**config.mk**
```make
export PLATFORM = sky130hd
export DESIGN_NAME = servo_pwm_gen_flat
export DESIGN_NICKNAME = d
export VERILOG_FILES = /design/src/rtl/servo_pwm_gen_pkg.sv /design/src/rtl/servo_pwm_gen_if.sv /design/src/rtl/servo_pwm_gen_duty_shaper.sv /design/src/rtl/servo_pwm_gen.sv /design/src/flat_wrapper.sv
export SDC_FILE = /design/constraint.sdc
export NUM_CORES = 1
export LEC_CHECK = 0
export ABC_AREA = 1
export CAP_MARGIN = 40
export CORE_MARGIN = 2
export CORE_UTILIZATION = 50
export DETAILED_ROUTE_END_ITERATION = 7
export GPL_ROUTABILITY_DRIVEN = 0
export PLACE_DENSITY = 0.71
export SKIP_LAST_GASP = 1
export SLEW_MARGIN = 5
export SYNTH_ARGS = -nofsm -noshare
export SYNTH_HDL_FRONTEND = slang
export SYNTH_SLANG_ARGS = --single-unit
```
**constraint.sdc**
```tcl
create_clock -name clk25mhz -period 2.5 [get_ports clk25mhz]
set_input_delay 0.5 -clock clk25mhz [delete_from_list [all_inputs] [get_ports clk25mhz]]
set_output_delay 0.5 -clock clk25mhz [all_outputs]
set_load 0.05 [all_outputs]
```
**src/rtl/servo_pwm_gen_pkg.sv**
```systemverilog
// Shared servo constants and duty-code helpers, reused by the upstream controller.
// Latency: n/a (package only).
// Backpressure: n/a.
package servo_pkg;

    localparam int DUTY_W                = 10;
    localparam int DUTY_NEUTRAL          = 45;
    localparam int DUTY_MIN              = 15;
    localparam int DUTY_MAX              = 75;
    localparam int PWM_PERIOD_CYCLES     = 500000;
    localparam int DUTY_UNIT_CYCLES_DEF  = 833;
    localparam int SLEW_STEP_DEF         = 5;

    typedef logic [DUTY_W-1:0] duty_t;

    // Saturate a requested duty code into the legal [lo, hi] window.
    function automatic duty_t clamp_duty(input duty_t x, input duty_t lo, input duty_t hi);
        if (x < lo)
            return lo;
        else if (x > hi)
            return hi;
        else
            return x;
    endfunction

endpackage

```
**src/rtl/servo_pwm_gen_if.sv**
```systemverilog
// Duty command in, PWM line and status out, grouped for the servo PWM stage.
// Latency: n/a (wiring only).
// Backpressure: none; the duty code is sampled once per period.
interface servo_pwm_gen_if;
    import servo_pkg::*;

    duty_t duty_cycle_input;
    logic  servoSignal;
    logic  period_start;
    duty_t duty_active;

    // Upstream side: drives the duty request, observes the PWM stage.
    modport master (
        output duty_cycle_input,
        input  servoSignal,
        input  period_start,
        input  duty_active
    );

    // PWM generator side.
    modport slave (
        input  duty_cycle_input,
        output servoSignal,
        output period_start,
        output duty_active
    );

endinterface

```
**src/rtl/servo_pwm_gen_duty_shaper.sv**
```systemverilog
// Clamps the requested duty code and (with SLEW_LIMIT_EN) limits its per-period step.
// Latency: combinational.
// Backpressure: none.
module servo_duty_shaper
    import servo_pkg::*;
#(
    parameter int DUTY_MIN  = servo_pkg::DUTY_MIN,
    parameter int DUTY_MAX  = servo_pkg::DUTY_MAX,
    parameter int SLEW_STEP = servo_pkg::SLEW_STEP_DEF
) (
    input  duty_t duty_active,
    input  duty_t duty_cycle_input,
    output duty_t next_duty
);

    if (SLEW_STEP < 1) begin : g_bad_step
        $error("servo_duty_shaper: SLEW_STEP must be at least 1");
    end

    duty_t target;

    // Pick the duty code to apply in the next period.
    always_comb begin
        target    = clamp_duty(duty_cycle_input, duty_t'(DUTY_MIN), duty_t'(DUTY_MAX));
        next_duty = duty_active;
`ifdef SLEW_LIMIT_EN
        // Move toward the target by at most SLEW_STEP; land exactly on it, never past.
        if (target > duty_active) begin
            if ((target - duty_active) > duty_t'(SLEW_STEP))
                next_duty = duty_active + duty_t'(SLEW_STEP);
            else
                next_duty = target;
        end else if (target < duty_active) begin
            if ((duty_active - target) > duty_t'(SLEW_STEP))
                next_duty = duty_active - duty_t'(SLEW_STEP);
            else
                next_duty = target;
        end
`else
        // Jump straight to the target; hold the current code when nothing changed.
        if (target != duty_active)
            next_duty = target;
`endif
    end

endmodule

```
**src/rtl/servo_pwm_gen.sv**
```systemverilog
// Servo PWM generator: fixed period, pulse = duty_active * DUTY_UNIT_CYCLES; optional SLEW_LIMIT_EN.
// Latency: a new duty code is sampled on the last period cycle and shows from the next period start.
// Backpressure: none; requests between sample points are ignored, the running pulse is never altered.
module servo_pwm_gen
    import servo_pkg::*;
#(
    parameter int PERIOD_CYCLES    = servo_pkg::PWM_PERIOD_CYCLES,
    parameter int DUTY_UNIT_CYCLES = servo_pkg::DUTY_UNIT_CYCLES_DEF,
    parameter int DUTY_MIN         = servo_pkg::DUTY_MIN,
    parameter int DUTY_MAX         = servo_pkg::DUTY_MAX,
    parameter int DUTY_RESET       = servo_pkg::DUTY_NEUTRAL,
    parameter int SLEW_STEP        = servo_pkg::SLEW_STEP_DEF
) (
    input  logic            clk25mhz,
    input  logic            reset,
    servo_pwm_gen_if.slave  bus
);

    localparam int PC_W  = (PERIOD_CYCLES > 1) ? $clog2(PERIOD_CYCLES) : 1;
    localparam int UC_W  = (DUTY_UNIT_CYCLES > 1) ? $clog2(DUTY_UNIT_CYCLES) : 1;
    localparam int UI_W  = $clog2(PERIOD_CYCLES / DUTY_UNIT_CYCLES + 2);
    localparam int CMP_W = (UI_W > DUTY_W) ? UI_W : DUTY_W;

    localparam logic [PC_W-1:0] PC_LAST = PC_W'(PERIOD_CYCLES - 1);
    localparam logic [UC_W-1:0] UC_LAST = UC_W'(DUTY_UNIT_CYCLES - 1);

    // The widest pulse must leave a low phase inside the period.
    if (DUTY_MAX * DUTY_UNIT_CYCLES >= PERIOD_CYCLES) begin : g_bad_period
        $error("servo_pwm_gen: DUTY_MAX*DUTY_UNIT_CYCLES must be below PERIOD_CYCLES");
    end
    if (DUTY_RESET < DUTY_MIN || DUTY_RESET > DUTY_MAX || DUTY_MIN > DUTY_MAX) begin : g_bad_range
        $error("servo_pwm_gen: need DUTY_MIN <= DUTY_RESET <= DUTY_MAX");
    end

    logic [PC_W-1:0] period_cnt, period_cnt_n;
    logic [UC_W-1:0] unit_cnt,   unit_cnt_n;
    logic [UI_W-1:0] unit_idx,   unit_idx_n;
    duty_t           duty_active, duty_n, next_duty;
    logic            started;      // low until the first period after reset has begun
    logic            servo_q, period_start_q;
    logic            wrap, load, pulse_n;

    servo_duty_shaper #(
        .DUTY_MIN  (DUTY_MIN),
        .DUTY_MAX  (DUTY_MAX),
        .SLEW_STEP (SLEW_STEP)
    ) u_shaper (
        .duty_active      (duty_active),
        .duty_cycle_input (bus.duty_cycle_input),
        .next_duty        (next_duty)
    );

    // Next-state of the period/unit counters and the pulse level they imply.
    always_comb begin
        wrap         = !started || (period_cnt == PC_LAST);
        load         = started && (period_cnt == PC_LAST);
        duty_n       = load ? next_duty : duty_active;
        period_cnt_n = '0;
        unit_cnt_n   = '0;
        unit_idx_n   = '0;
        if (!wrap) begin
            period_cnt_n = period_cnt + 1'b1;
            if (unit_cnt == UC_LAST) begin
                unit_idx_n = unit_idx + 1'b1;
            end else begin
                unit_cnt_n = unit_cnt + 1'b1;
                unit_idx_n = unit_idx;
            end
        end
        pulse_n = CMP_W'(unit_idx_n) < CMP_W'(duty_n);
    end

    // Register counters, the applied duty code and both outputs.
    always_ff @(posedge clk25mhz) begin
        if (reset) begin
            started        <= 1'b0;
            period_cnt     <= '0;
            unit_cnt       <= '0;
            unit_idx       <= '0;
            duty_active    <= duty_t'(DUTY_RESET);
            servo_q        <= 1'b0;
            period_start_q <= 1'b0;
        end else begin
            started        <= 1'b1;
            period_cnt     <= period_cnt_n;
            unit_cnt       <= unit_cnt_n;
            unit_idx       <= unit_idx_n;
            duty_active    <= duty_n;
            servo_q        <= pulse_n;
            period_start_q <= wrap;
        end
    end

    assign bus.servoSignal  = servo_q;
    assign bus.period_start = period_start_q;
    assign bus.duty_active  = duty_active;

endmodule
```
**src/flat_wrapper.sv**
```systemverilog
// flat-port wrapper written by rule: the top's interface ports become plain ports
module servo_pwm_gen_flat import servo_pkg::*;
#(
    parameter int PERIOD_CYCLES    = servo_pkg::PWM_PERIOD_CYCLES,
    parameter int DUTY_UNIT_CYCLES = servo_pkg::DUTY_UNIT_CYCLES_DEF,
    parameter int DUTY_MIN         = servo_pkg::DUTY_MIN,
    parameter int DUTY_MAX         = servo_pkg::DUTY_MAX,
    parameter int DUTY_RESET       = servo_pkg::DUTY_NEUTRAL,
    parameter int SLEW_STEP        = servo_pkg::SLEW_STEP_DEF
)
  (clk25mhz, reset, bus_duty_cycle_input, bus_servoSignal, bus_period_start, bus_duty_active);
  servo_pwm_gen_if bus_i ();
  input  logic clk25mhz;
  input  logic reset;
  input wire logic [$bits(bus_i.duty_cycle_input)-1:0] bus_duty_cycle_input;
  output wire logic [$bits(bus_i.servoSignal)-1:0] bus_servoSignal;
  output wire logic [$bits(bus_i.period_start)-1:0] bus_period_start;
  output wire logic [$bits(bus_i.duty_active)-1:0] bus_duty_active;
  assign bus_i.duty_cycle_input = bus_duty_cycle_input;
  assign bus_servoSignal = bus_i.servoSignal;
  assign bus_period_start = bus_i.period_start;
  assign bus_duty_active = bus_i.duty_active;
  servo_pwm_gen #(.PERIOD_CYCLES(PERIOD_CYCLES), .DUTY_UNIT_CYCLES(DUTY_UNIT_CYCLES), .DUTY_MIN(DUTY_MIN), .DUTY_MAX(DUTY_MAX), .DUTY_RESET(DUTY_RESET), .SLEW_STEP(SLEW_STEP)) u_core (.clk25mhz(clk25mhz), .reset(reset), .bus(bus_i));
endmodule
```
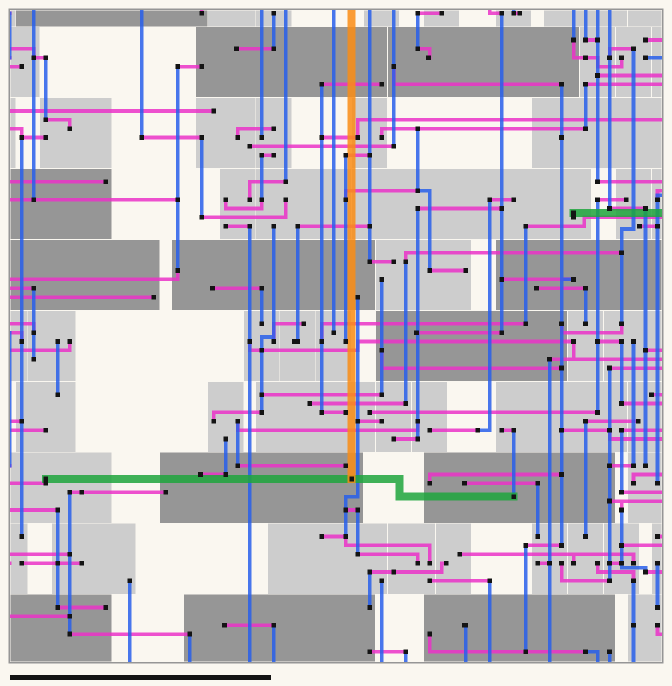
Fig. 1. Layout detail (run 1).
The bar under the picture is 10 um long. Window x 26 to 51, y 11 to 36 um. Cells in grey, sequential cells in the stronger grey; small squares are vias.
blue -> metal 2
orange -> metal 4
magenta -> metal 1
green -> metal 3
cells with their middle in the window = 47
netlist names of flops here include = u_core.unit_cnt (6), u_core.period_cnt (3), u_core.unit_idx (3)
most frequent = dfxtp_1 (10), nand2_1 (8), nor2_1 (6)
sequential cells in the window = 12

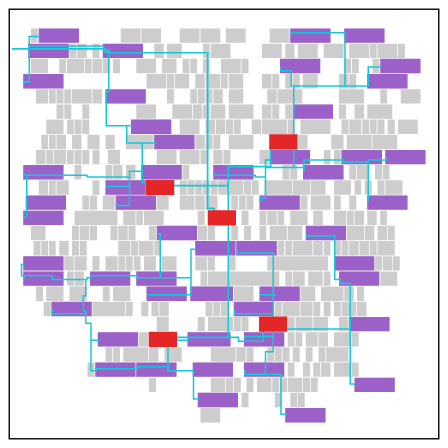
Fig. 2. Routed clock nets over the placement (run 1).
cyan -> clock wires  # length 599 um
purple -> flip-flops  # count 52
red -> clock drivers  # count 5
flops lie = widely spread
routed clock nets = 6
power share of the clock group: 40.7%
Fin Clk Skew: 0.00474 ns
Skew-Pair Late Insertion Delay: 0.30 ns
P_clk: 0.000625 W

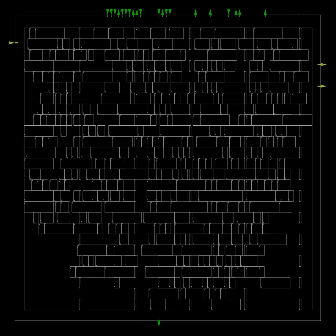
Fig. 3. Cell outlines without signal wires (run 1).
final cell utilization of the core: 62.6%
core box area: 5110 sq um
sequential share of cell area: 32.6%

==> impl_metrics.py, run 1 <==
# Metrics from the implementation run
metrics = {
    "finish": {
        "comb_cells": 266,
        "bufAreaShareNonClock_pct": 9.78,
        "n_all_buffers": 34,
        "nClkBuffers": 7,
        "layout.cells.non_filler": 471,
        "largest_register_ffs": 19,
        "comb_share_pct": 46.1,
        "logic_area_sq_um": 1470,
        "regMostFlops": "u_core.period_cnt",
        "num_antenna_cells": 0,
        "nets": 425,
        "layout.area.seq_sq_um": 1040,
    },
    "logic_synthesis": {
        "common_cells": "72 x nand2_1, 72 x nor2_1, 52 x dfxtp_1",
        "top_cells_by_area": "dfxtp_1 39%, nand2_1 10%, nor2_1 10%",
        "synth_cell_types": 31,
        "flop_cell": "dfxtp_1",
        "synthDominantCellAreaShare_pct": 39.4,
        "synth.net_count": 389,
        "ys_area_sq_um": 2640,
        "mux_area_share_pct": 0.379,
        "top_logic_kind": "simple AND/OR/NAND/NOR gates",
        "yosys_cells": 364,
        "post-synth-top-area-cell": "dfxtp_1",
        "edf_count": 0,
        "synthSimpleGateAreaFrac_pct": 35.1,
        "syn_inst": 364,
        "synthesis.area_sq_um": 2640,
        "numSynthFlops": 52,
    },
    "setup_path": {
        "crit_path_start_kind": "register",
        "worstPathCellList": "inv_2 -> ha_4 -> nand2_4 -> nor2_4 -> nand4_1 -> nor3_2 -> nand3_2 -> nor2_1 -> nand2_1 -> nand2_2 -> nor2_2 -> ha_1 -> nand4_1 -> inv_1 -> nand2_1 -> o2111ai_2 -> a21oi_1",
        "worst-path-buf-inv": 2,
        "crit_path_end_kind": "register",
        "r2r_slack_ns": 0.13,
        "cp_slowest_stage_delay_ns": 0.34,
        "setup.worst_path.start": "u_core.unit_cnt[1]$_SDFF_PP0_",
        "path_depth": 17,
        "slowest_stage": "dfxtp_2",
        "reg2reg_from": "u_core.unit_cnt[1]$_SDFF_PP0_",
        "r2r_end": "u_core.bus.servoSignal$_SDFF_PP0_",
    },
    "sta": {
        "slew_viol_final": 0,
        "fin_crit_ns": 2.37,
        "fmax_mhz": 423,
        "finalSetupViolations": 0,
        "hold_ws_ns": 0.448,
        "relSlewSlack_pct": 64.7,
        "fin_crit_sh_pct": 94.6,
    },
    "drt": {
        "vias": 2299,
        "drt_iter0_markers": 87,
        "drc": 0,
    },
    "clock_network": {
        "cts_resized": 0,
        "path_clk_slew_ns": 0.09,
        "cts_buffers": 5,
        "h-tree-depth": 2,
        "cts_tree": "yes",
    },
    "die": {
        "floorplan.core_util_pct": 51.7,
        "die_area_sq_um": 5880,
        "ios": 24,
        "taps": 70,
    },
    "place": {
        "pre_cts_ws_ns": -0.0208,
        "post-dp-hpwl_um": 3800,
    },
    "min_path": {
        "hold_depth": 1,
        "hold_end": "u_core.unit_cnt[0]$_SDFF_PP0_",
        "hp-class": "reg -> reg",
    },
    "global_routing": {
        "grt_pass1_wl_um": 9050,
        "overflow": 0,
    },
    "power_and_ir_drop": {
        "vdd_ir_drop_max_mv": 0.288,
        "p_per_area_nw_per_um2": 481,
    },
    "run": {
        "openroad.warnings": 28,
    },
    "outcome": {
        "status": "finished clean",
    },
}
-- run 1: power by group --
part / total [W] / switching [W] / leakage (nW) / internal, W
Sequential: 0.000838 / 0.00000401 / 0.421 / 0.000834
Clock: 0.000625 / 0.000271 / 0.0645 / 0.000353
Combinational: 0.0000740 / 0.0000405 / 0.768 / 0.0000335
-- run 1: routing by layer --
| layer | global-route usage [%] | wire, um | up-vias |
|---|---|---|---|
| li1 | - | - | 1235 |
| met1 | 21.9 | 2340 | 1029 |
| met2 | 32.9 | 2510 | 25 |
| met3 | 4.00 | 136 | 10 |
| met4 | 6.55 | 95 | 0 |
| met5 | 0 | 0 | - |
Fig. 4: run 1, wire density map
The die is cut into 15 by 15 equal tiles; black is low, pale yellow is high, scaled to the fullest tile. Values are wire area over tile area, all layers added.
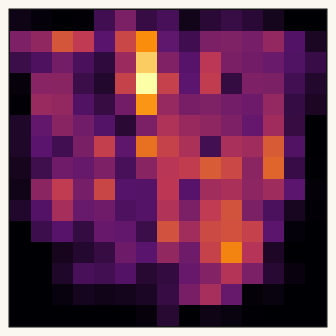

## Run 2: what changed since run 1
--- a/config.mk
+++ b/config.mk
@@ -7,6 +7,7 @@
 export LEC_CHECK = 0
 export ABC_AREA = 1
 export CAP_MARGIN = 40
+export CORE_ASPECT_RATIO = 1.75
 export CORE_MARGIN = 2
 export CORE_UTILIZATION = 50
 export DETAILED_ROUTE_END_ITERATION = 7
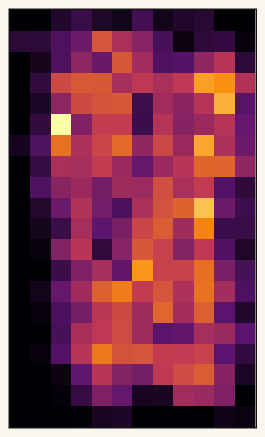
Fig. 5. Wire density map (run 2).
The die is cut into 12 by 20 equal tiles; black is low, pale yellow is high, scaled to the fullest tile. Values are wire area over tile area, all layers added.
emptiest ninth of the die = lower left
nearly empty tiles = 15%
fullest tile = 0.46
tiles over half the peak = 24%
mean over tiles = 0.14
Vias: 2393
routed length per instance: 11.6 um

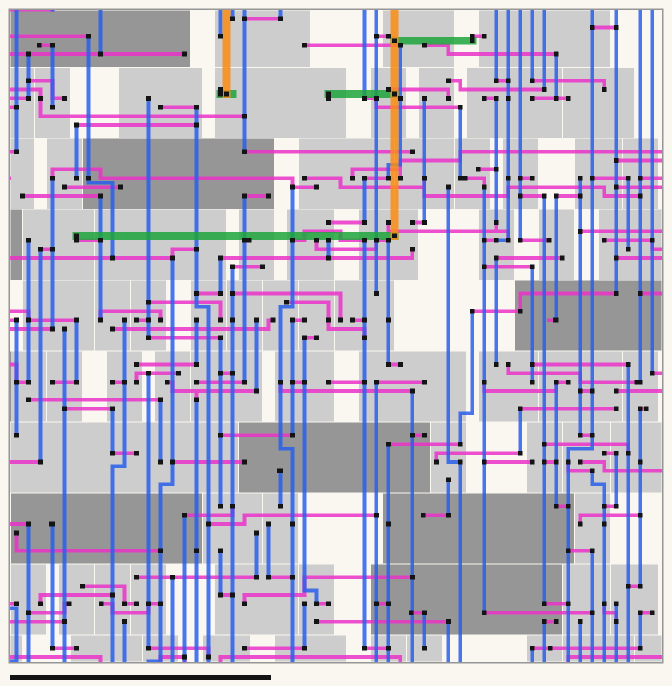
Fig. 6. Layout detail (run 2).
The bar under the picture is 10 um long. Window x 17 to 42, y 18 to 43 um. Cells in grey, sequential cells in the stronger grey; small squares are vias.
blue -> metal 2
magenta -> metal 1
orange -> metal 4
green -> metal 3
netlist names of flops here include = u_core.unit_cnt (3), u_core.unit_idx (3)
sequential cells in the window = 7
cells with their middle in the window = 67
most frequent = nor2_1 (11), nand2_1 (9), inv_1 (8)

==> impl_metrics.py, run 2 <==
# Metrics from the implementation run
metrics = {
    "sta": {
        "fmax_mhz": 421,
        "fin_crit_sh_pct": 95.0,
        "slew_viol_final": 0,
        "fin_crit_ns": 2.37,
        "fin_skew_ns": 0.00780,
        "finalSetupViolations": 0,
    },
    "global_routing": {
        "grt_pass1_wl_um": 8940,
        "met2_usage_pct": 38.2,
        "met1_usage_pct": 18.1,
        "use_met3_pct": 3.22,
        "grt.busiest_layer": "met2",
    },
    "logic_synthesis": {
        "post-synth-top-area-cell": "dfxtp_1",
        "syn_inst": 364,
        "synth.net_count": 389,
        "synthSimpleGateAreaFrac_pct": 35.1,
        "mux_area_share_pct": 0.379,
        "flop_cell": "dfxtp_1",
        "top_logic_kind": "simple AND/OR/NAND/NOR gates",
        "synth_cell_types": 31,
        "numSynthFlops": 52,
        "synthesis.area_sq_um": 2640,
        "edf_count": 0,
        "common_cells": "72 x nand2_1, 72 x nor2_1, 52 x dfxtp_1",
        "synthDominantCellAreaShare_pct": 39.4,
    },
    "clock_network": {
        "cts_buffers": 5,
        "clock_latency_ns": 0.30,
        "cts_resized": 1,
        "h-tree-depth": 2,
    },
    "drt": {
        "drc": 4,
        "drt_iter0_markers": 87,
        "routed-wl-met2_um": 3020,
        "wl_met1_um": 2000,
        "top_layer": "met4",
        "wl_met3_um": 166,
    },
    "run": {
        "openroad.warnings": 27,
    },
    "place": {
        "pre_cts_ws_ns": -0.0868,
    },
    "setup_path": {
        "crit_path_end_kind": "register",
        "cp_slowest_stage_delay_ns": 0.33,
        "r2r_end": "u_core.bus.servoSignal$_SDFF_PP0_",
        "reg2reg_from": "u_core.unit_cnt[1]$_SDFF_PP0_",
        "path_depth": 17,
    },
    "die": {
        "die_area_sq_um": 5900,
        "floorplan.core_util_pct": 51.1,
        "design.core.area_sq_um": 5170,
    },
    "outcome": {
        "violations": "DRC",
        "status": "complete, but fails checks",
    },
    "power_and_ir_drop": {
        "switching_share_pct": 22.8,
        "p_int_w": 0.00106,
        "seq_power_share_pct": 60.9,
        "p_comb_share_pct": 5.6,
        "p_per_area_nw_per_um2": 431,
        "powerSeq_w": 0.000837,
        "p_comb_w": 0.0000763,
        "pwr-share-clk_pct": 33.5,
        "power_leader": "registers",
        "p_switching_w": 0.000313,
    },
    "min_path": {
        "hp-class": "reg -> reg",
        "hold_end": "u_core.period_cnt[0]$_SDFF_PP0_",
    },
    "finish": {
        "num_antenna_cells": 0,
    },
}
## run 2: cell counts after synthesis
No cell type changed its count.
## run 2: layout make-up
type	instances	area, sq um	area share, %
Multi-Input combinational cell	266	1470	46.3
Sequential cell	52	1040	32.8
Clock buffer	6	72.6	2.28
Clock inverter	1	5.00	0.157
Inverter	41	154	4.83
Tap cell	55	68.8	2.16
Timing Repair Buffer	41	365	11.5
## run 2: per-stage QoR
stage               total power [W]  utilization (%)  cell area, sq um  std cells  hold WS (ns)
finish                      0.00137             61.6              3180        462         0.453
global route                0.00142             61.6              3180        462         0.493
CTS                         0.00138             59.6              3080        455         0.459
detailed placement         0.000927             57.7              2980        446         0.443
global placement           0.000927             57.7              2980        446         0.427
floorplan                  0.000892                -              2640        364         0.418
Power and IR drop assume default switching activity.
